===== config.mk =====
export PLATFORM = sky130hd
export DESIGN_NAME = baccarat_round_ctrl_flat
export DESIGN_NICKNAME = d
export VERILOG_FILES = /design/src/rtl/baccarat_round_ctrl_pkg.sv /design/src/rtl/baccarat_round_ctrl_if.sv /design/src/rtl/baccarat_round_ctrl_hand_score.sv /design/src/rtl/baccarat_round_ctrl.sv /design/src/flat_wrapper.sv
export SDC_FILE = /design/constraint.sdc
export NUM_CORES = 1
export LEC_CHECK = 0
export ABC_CLOCK_PERIOD_IN_PS = 4670
export CAP_MARGIN = 20
export CORE_ASPECT_RATIO = 1.4
export CORE_MARGIN = 1
export CORE_UTILIZATION = 50
export DETAILED_ROUTE_END_ITERATION = 8
export GPL_TIMING_DRIVEN = 1
export PLACE_DENSITY = 0.8
export SLEW_MARGIN = 20
export SYNTH_ARGS = -nofsm -noshare
export SYNTH_HDL_FRONTEND = slang
export SYNTH_SLANG_ARGS = --single-unit

===== constraint.sdc =====
create_clock -name slow_clock -period 4.67 [get_ports slow_clock]
set_clock_uncertainty 0.15 [all_clocks]
set_input_delay 0.467 -clock slow_clock [delete_from_list [all_inputs] [get_ports slow_clock]]
set_output_delay 0.467 -clock slow_clock [all_outputs]
set_load 0.02 [all_outputs]

===== src/rtl/baccarat_round_ctrl_pkg.sv =====
// Shared types and helpers for the baccarat round controller.
// Combinational helpers only; no state lives here.
// Provides the state enum, card slot codes and the third-card rule.
package baccarat_pkg;

    typedef enum logic [3:0] {
        IDLE   = 4'd0,
        DEALP1 = 4'd1,
        DEALD1 = 4'd2,
        DEALP2 = 4'd3,
        DEALD2 = 4'd4,
        EVAL   = 4'd5,
        DEALP3 = 4'd6,
        DEALD3 = 4'd7,
        WINNER = 4'd8,
        ERROR  = 4'd9
    } state_t;

    localparam logic [2:0] SLOT_NONE = 3'd0;
    localparam logic [2:0] SLOT_P1   = 3'd1;
    localparam logic [2:0] SLOT_P2   = 3'd2;
    localparam logic [2:0] SLOT_P3   = 3'd3;
    localparam logic [2:0] SLOT_D1   = 3'd4;
    localparam logic [2:0] SLOT_D2   = 3'd5;
    localparam logic [2:0] SLOT_D3   = 3'd6;

    localparam logic [3:0] NATURAL_MIN = 4'd8;

    // Face cards and tens count as zero.
    function automatic logic [3:0] rank_to_value(input logic [3:0] rank);
        return (rank >= 4'd10) ? 4'd0 : rank;
    endfunction

    // Only A..K are real cards.
    function automatic logic rank_legal(input logic [3:0] rank);
        return (rank >= 4'd1) && (rank <= 4'd13);
    endfunction

    // Banker's third-card decision given its two-card score and the player's third card value.
    function automatic logic banker_draws(input logic [3:0] dscore, input logic [3:0] v);
        logic draw;
        case (dscore)
            4'd0, 4'd1, 4'd2: draw = 1'b1;
            4'd3:             draw = (v != 4'd8);
            4'd4:             draw = (v >= 4'd2) && (v <= 4'd7);
            4'd5:             draw = (v >= 4'd4) && (v <= 4'd7);
            4'd6:             draw = (v >= 4'd6) && (v <= 4'd7);
            default:          draw = 1'b0;
        endcase
        return draw;
    endfunction

    // Card slot presented while in a given state; SLOT_NONE outside deal states.
    function automatic logic [2:0] slot_of(input state_t s);
        logic [2:0] slot;
        case (s)
            DEALP1:  slot = SLOT_P1;
            DEALP2:  slot = SLOT_P2;
            DEALP3:  slot = SLOT_P3;
            DEALD1:  slot = SLOT_D1;
            DEALD2:  slot = SLOT_D2;
            DEALD3:  slot = SLOT_D3;
            default: slot = SLOT_NONE;
        endcase
        return slot;
    endfunction

endpackage


===== src/rtl/baccarat_round_ctrl_if.sv =====
// Card handshake between the round controller and the deck/card source.
// No latency of its own; pure wiring bundle.
// Card source holds card_valid/card_rank until it sees card_req on an edge.
interface baccarat_round_ctrl_if;
    logic       card_valid;
    logic [3:0] card_rank;
    logic       card_req;
    logic [2:0] card_slot;

    modport master (
        output card_req,
        output card_slot,
        input  card_valid,
        input  card_rank
    );

    modport slave (
        input  card_req,
        input  card_slot,
        output card_valid,
        output card_rank
    );
endinterface


===== src/rtl/baccarat_round_ctrl_hand_score.sv =====
// One hand's running score, kept modulo 10.
// Score register updates on the edge after clear/load; score_nxt is its combinational preview.
// No backpressure: load is honoured every cycle it is asserted, clear wins over load.
module baccarat_hand_score (
    input  logic       slow_clock,
    input  logic       resetb,
    input  logic       clear,
    input  logic       load,
    input  logic [3:0] value,
    output logic [3:0] score,
    output logic [3:0] score_nxt
);
    logic [4:0] sum;

    assign sum       = {1'b0, score} + {1'b0, value};
    assign score_nxt = clear ? 4'd0 :
                       load  ? ((sum >= 5'd10) ? 4'(sum - 5'd10) : sum[3:0]) :
                               score;

    // Hold the hand score; synchronous active-low reset.
    always_ff @(posedge slow_clock) begin
        if (!resetb) score <= 4'd0;
        else         score <= score_nxt;
    end
endmodule


===== src/rtl/baccarat_round_ctrl.sv =====
// Baccarat round controller: deals six slots, applies third-card rules, lights the winner.
// Natural/stand round reaches WINNER five edges after start; each third card adds one edge.
// Waits on card_valid while card_req is high; aborts to ERROR after WAIT_LIMIT idle cycles.
// Optional tallies are built only when BACCARAT_TALLY_EN is defined.
module baccarat_round_ctrl
    import baccarat_pkg::*;
#(
    parameter int TALLY_W    = 8,
    parameter int WAIT_LIMIT = 15
) (
    input  logic                   slow_clock,
    input  logic                   resetb,
    input  logic                   start,
    baccarat_round_ctrl_if.master  card,
    output logic [3:0]             pscore,
    output logic [3:0]             dscore,
    output logic                   player_win_light,
    output logic                   dealer_win_light,
    output logic                   busy,
    output logic                   error,
    output logic [TALLY_W-1:0]     player_wins,
    output logic [TALLY_W-1:0]     dealer_wins,
    output logic [TALLY_W-1:0]     ties
);
    localparam int CNT_W = $clog2(WAIT_LIMIT + 1);

    state_t           state;
    logic [CNT_W-1:0] wait_cnt;
    logic             deal_st;
    logic             accept;
    logic             good_card;
    logic [3:0]       card_val;
    logic             restart;
    logic             p_load;
    logic             d_load;
    logic [3:0]       p_nxt;
    logic [3:0]       d_nxt;
    logic             natural;
    logic             eval_stand;
    logic             enter_win;
    logic             wait_hit;

    assign card.card_slot = slot_of(state);
    assign deal_st        = (card.card_slot != SLOT_NONE);
    assign card.card_req  = deal_st;
    assign busy           = !(state inside {IDLE, WINNER, ERROR});

    assign accept    = deal_st && card.card_valid;
    assign good_card = accept && rank_legal(card.card_rank);
    assign card_val  = rank_to_value(card.card_rank);
    assign restart   = start && (state inside {IDLE, WINNER, ERROR});
    assign p_load    = good_card && (state inside {DEALP1, DEALP2, DEALP3});
    assign d_load    = good_card && (state inside {DEALD1, DEALD2, DEALD3});
    assign wait_hit  = (wait_cnt == CNT_W'(WAIT_LIMIT - 1));

    // Two-card evaluation: a natural, or both hands at 6 or more, ends the round.
    assign natural    = (pscore >= NATURAL_MIN) || (dscore >= NATURAL_MIN);
    assign eval_stand = natural || ((pscore >= 4'd6) && (dscore >= 4'd6));

    // Asserted on exactly the edge that moves the FSM into WINNER.
    assign enter_win = ((state == EVAL) && eval_stand) ||
                       (good_card && (state == DEALD3)) ||
                       (good_card && (state == DEALP3) && !banker_draws(dscore, card_val));

    baccarat_hand_score u_player (
        .slow_clock (slow_clock),
        .resetb     (resetb),
        .clear      (restart),
        .load       (p_load),
        .value      (card_val),
        .score      (pscore),
        .score_nxt  (p_nxt)
    );

    baccarat_hand_score u_dealer (
        .slow_clock (slow_clock),
        .resetb     (resetb),
        .clear      (restart),
        .load       (d_load),
        .value      (card_val),
        .score      (dscore),
        .score_nxt  (d_nxt)
    );

    // Round sequencing, wait timeout, error flag and win lights.
    always_ff @(posedge slow_clock) begin
        if (!resetb) begin
            state            <= IDLE;
            wait_cnt         <= '0;
            error            <= 1'b0;
            player_win_light <= 1'b0;
            dealer_win_light <= 1'b0;
        end else begin
            // Lights use the post-edge scores so a deciding third card counts.
            if (enter_win) begin
                player_win_light <= (p_nxt >= d_nxt);
                dealer_win_light <= (d_nxt >= p_nxt);
            end
            case (state)
                IDLE: begin
                    if (start) state <= DEALP1;
                end
                WINNER, ERROR: begin
                    if (start) begin
                        state            <= DEALP1;
                        error            <= 1'b0;
                        player_win_light <= 1'b0;
                        dealer_win_light <= 1'b0;
                    end
                end
                EVAL: begin
                    if (eval_stand)           state <= WINNER;
                    else if (pscore <= 4'd5)  state <= DEALP3;
                    else                      state <= DEALD3;
                end
                default: begin
                    if (accept) begin
                        wait_cnt <= '0;
                        if (!good_card) begin
                            state <= ERROR;
                            error <= 1'b1;
                        end else begin
                            case (state)
                                DEALP1:  state <= DEALD1;
                                DEALD1:  state <= DEALP2;
                                DEALP2:  state <= DEALD2;
                                DEALD2:  state <= EVAL;
                                DEALP3:  state <= banker_draws(dscore, card_val) ? DEALD3 : WINNER;
                                default: state <= WINNER;
                            endcase
                        end
                    end else if (wait_hit) begin
                        wait_cnt <= '0;
                        state    <= ERROR;
                        error    <= 1'b1;
                    end else begin
                        wait_cnt <= wait_cnt + CNT_W'(1);
                    end
                end
            endcase
        end
    end

`ifdef BACCARAT_TALLY_EN
    localparam logic [TALLY_W-1:0] TALLY_MAX = '1;

    logic [TALLY_W-1:0] pw_q;
    logic [TALLY_W-1:0] dw_q;
    logic [TALLY_W-1:0] tie_q;

    // Saturating outcome tallies, bumped once per round on entry to WINNER.
    always_ff @(posedge slow_clock) begin
        if (!resetb) begin
            pw_q  <= '0;
            dw_q  <= '0;
            tie_q <= '0;
        end else if (enter_win) begin
            if (p_nxt > d_nxt) begin
                if (pw_q != TALLY_MAX) pw_q <= pw_q + TALLY_W'(1);
            end else if (p_nxt == d_nxt) begin
                if (tie_q != TALLY_MAX) tie_q <= tie_q + TALLY_W'(1);
            end else begin
                if (dw_q != TALLY_MAX) dw_q <= dw_q + TALLY_W'(1);
            end
        end
    end

    assign player_wins = pw_q;
    assign dealer_wins = dw_q;
    assign ties        = tie_q;
`else
    assign player_wins = '0;
    assign dealer_wins = '0;
    assign ties        = '0;
`endif

endmodule


===== src/flat_wrapper.sv =====
// flat-port wrapper written by rule: the top's interface ports become plain ports
module baccarat_round_ctrl_flat import baccarat_pkg::*;
#(
    parameter int TALLY_W    = 8,
    parameter int WAIT_LIMIT = 15
)
  (slow_clock, resetb, start, pscore, dscore, player_win_light, dealer_win_light, busy, error, player_wins, dealer_wins, ties, card_card_req, card_card_slot, card_card_valid, card_card_rank);
  baccarat_round_ctrl_if card_i ();
  input  logic slow_clock;
  input  logic resetb;
  input  logic start;
  output logic [3:0] pscore;
  output logic [3:0] dscore;
  output logic player_win_light;
  output logic dealer_win_light;
  output logic busy;
  output logic error;
  output logic [TALLY_W-1:0] player_wins;
  output logic [TALLY_W-1:0] dealer_wins;
  output logic [TALLY_W-1:0] ties;
  output wire logic [$bits(card_i.card_req)-1:0] card_card_req;
  output wire logic [$bits(card_i.card_slot)-1:0] card_card_slot;
  input wire logic [$bits(card_i.card_valid)-1:0] card_card_valid;
  input wire logic [$bits(card_i.card_rank)-1:0] card_card_rank;
  assign card_card_req = card_i.card_req;
  assign card_card_slot = card_i.card_slot;
  assign card_i.card_valid = card_card_valid;
  assign card_i.card_rank = card_card_rank;
  baccarat_round_ctrl #(.TALLY_W(TALLY_W), .WAIT_LIMIT(WAIT_LIMIT)) u_core (.slow_clock(slow_clock), .resetb(resetb), .start(start), .card(card_i), .pscore(pscore), .dscore(dscore), .player_win_light(player_win_light), .dealer_win_light(dealer_win_light), .busy(busy), .error(error), .player_wins(player_wins), .dealer_wins(dealer_wins), .ties(ties));
endmodule

Signal wires on met1:
Supply wires on this layer in gray.
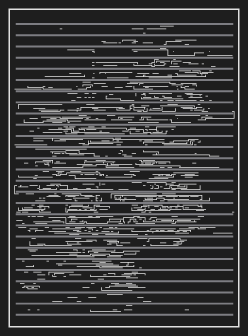
share of all routed wire: 42%
longest straight run: 21.2 um
nets with wire on the layer: 264
main direction: horizontal
wire length on this layer: 1830 um

The metal 2 layer:
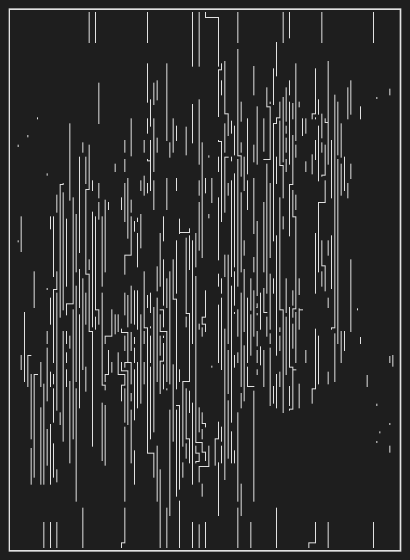
main direction: vertical
longest straight run: 33.1 um
share of all routed wire: 54%
nets with wire on the layer: 268
final WL: 4394 um
total number of vias: 1822
met2 routing resource usage after global routing: 38.43%

==> run notes <==
Implementation run completed; key figures follow.

Outcome:
- The run finished with clean final reports.

Worst hold path:
- The path class of the tightest hold or removal check is reg -> reg.

Final layout:
- The run gives the most frequent standard cell in the layout excluding fill and tap cells as conb_1.
- The run puts the count of buffers not belonging to the clock network in the layout at 24.
- Ranked by total area, the top cell class in this layout is logic gates.
- The run puts the number of inserted diodes at 0.
- The filler cells instantiated in the layout total 355.
- The run puts the share of layout cells above drive strength 1 at 6.522%.
- Between the synthesized netlist and the finished layout, the area growth was recorded as 10.94%.

Logic synthesis:
- Per the synth stats, the flop cell with the highest instance count is dfxtp_1.
- The run gives the total standard cell area after synthesis as 2002 um2.
- The synthesized netlist devotes 12.00% of its cell area to adder and majority cells.
- Synthesis produced a netlist whose cell count is 255.
- By area the synthesized netlist is led by dfxtp_1, ha_1, buf_4.
- The run puts the total cell area reported by yosys after synthesis at 2002 um2.
- The run puts the average size of a mapped cell at 7.851 um2.

Place:
- The run gives the post-detailed-placement half-perimeter wirelength as 3500 um.
- The run gives the total of buffers placed on input and output ports as 23.

Timing:
- The run puts the number of endpoints with negative hold slack in the final report at 0.
- The run gives the final setup violation count as 0.

Routing:
- The run gives the detailed route wirelength on metal2 as 2373 um.
- Dividing the detail-routed wire length by the instance count gives 13.82 um.
- The run gives the routed wire length on met3 as 147 um.

Floorplan:
- The run puts the overall die height at 76.87 um.
- The run puts the site row count at 26.
- The core region is 3741 um2.
- The run puts the overall chip area at 4264 um2.

Worst setup path:
- For the worst reg-to-reg path, the endpoint reported by OpenROAD is u_core.dealer_win_light$_SDFF_PN0_.
- The timing report gives the biggest stage delay along the critical path as 0.61 ns.
- The run gives the required time at the worst-slack endpoint as 4.71 ns.

CTS:
- The run puts the maximum count of clock buffers along a single path at 2.
- The run puts the number of instances resized during post-cts repair at 0.
- The run puts the number of sinks handled by clock tree synthesis at 19.

Power:
- The run gives the power dissipated by switching net loads as 0.4488 mW.

Global route:
- The run puts the total grt overflow at 0.
The metal 3 layer:
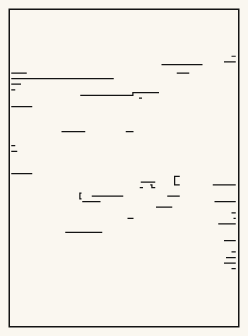
longest straight run: 24.6 um
share of all routed wire: 3.4%
wire length on this layer: 147 um
nets with wire on the layer: 34
main direction: horizontal
met3 Resource Use GR: 3.204%

==> registers in the layout, indices dropped and copies added (netlist names) <==
name / cells
u_core.player_win_light: 1
u_core.u_player.score: 4
u_core.state: 4
u_core.dealer_win_light: 1
u_core.u_dealer.score: 4
u_core.wait_cnt: 4
u_core.error: 1
==> power by group through the flow <==
stage	registers (mW)	clock network [mW]	logic, mW
6_report	0.257	0.113	0.567
5_1_grt	0.265	0.120	0.625
4_1_cts	0.255	0.115	0.563
3_5_place_dp	0.258	0	0.560
3_3_place_gp	0.258	0	0.550
2_1_floorplan	0.227	0	0.452
==> critical path, delay by kind of cell <==
family | cells | cell delay, ns
mux | 1 | 0.09
fa+ha+maj | 4 | 1.21
xor+xnor | 1 | 0.22
compound gates | 9 | 1.42
buf+inv | 2 | 0.68
simple gates | 3 | 0.22
Power and IR drop assume default switching activity.
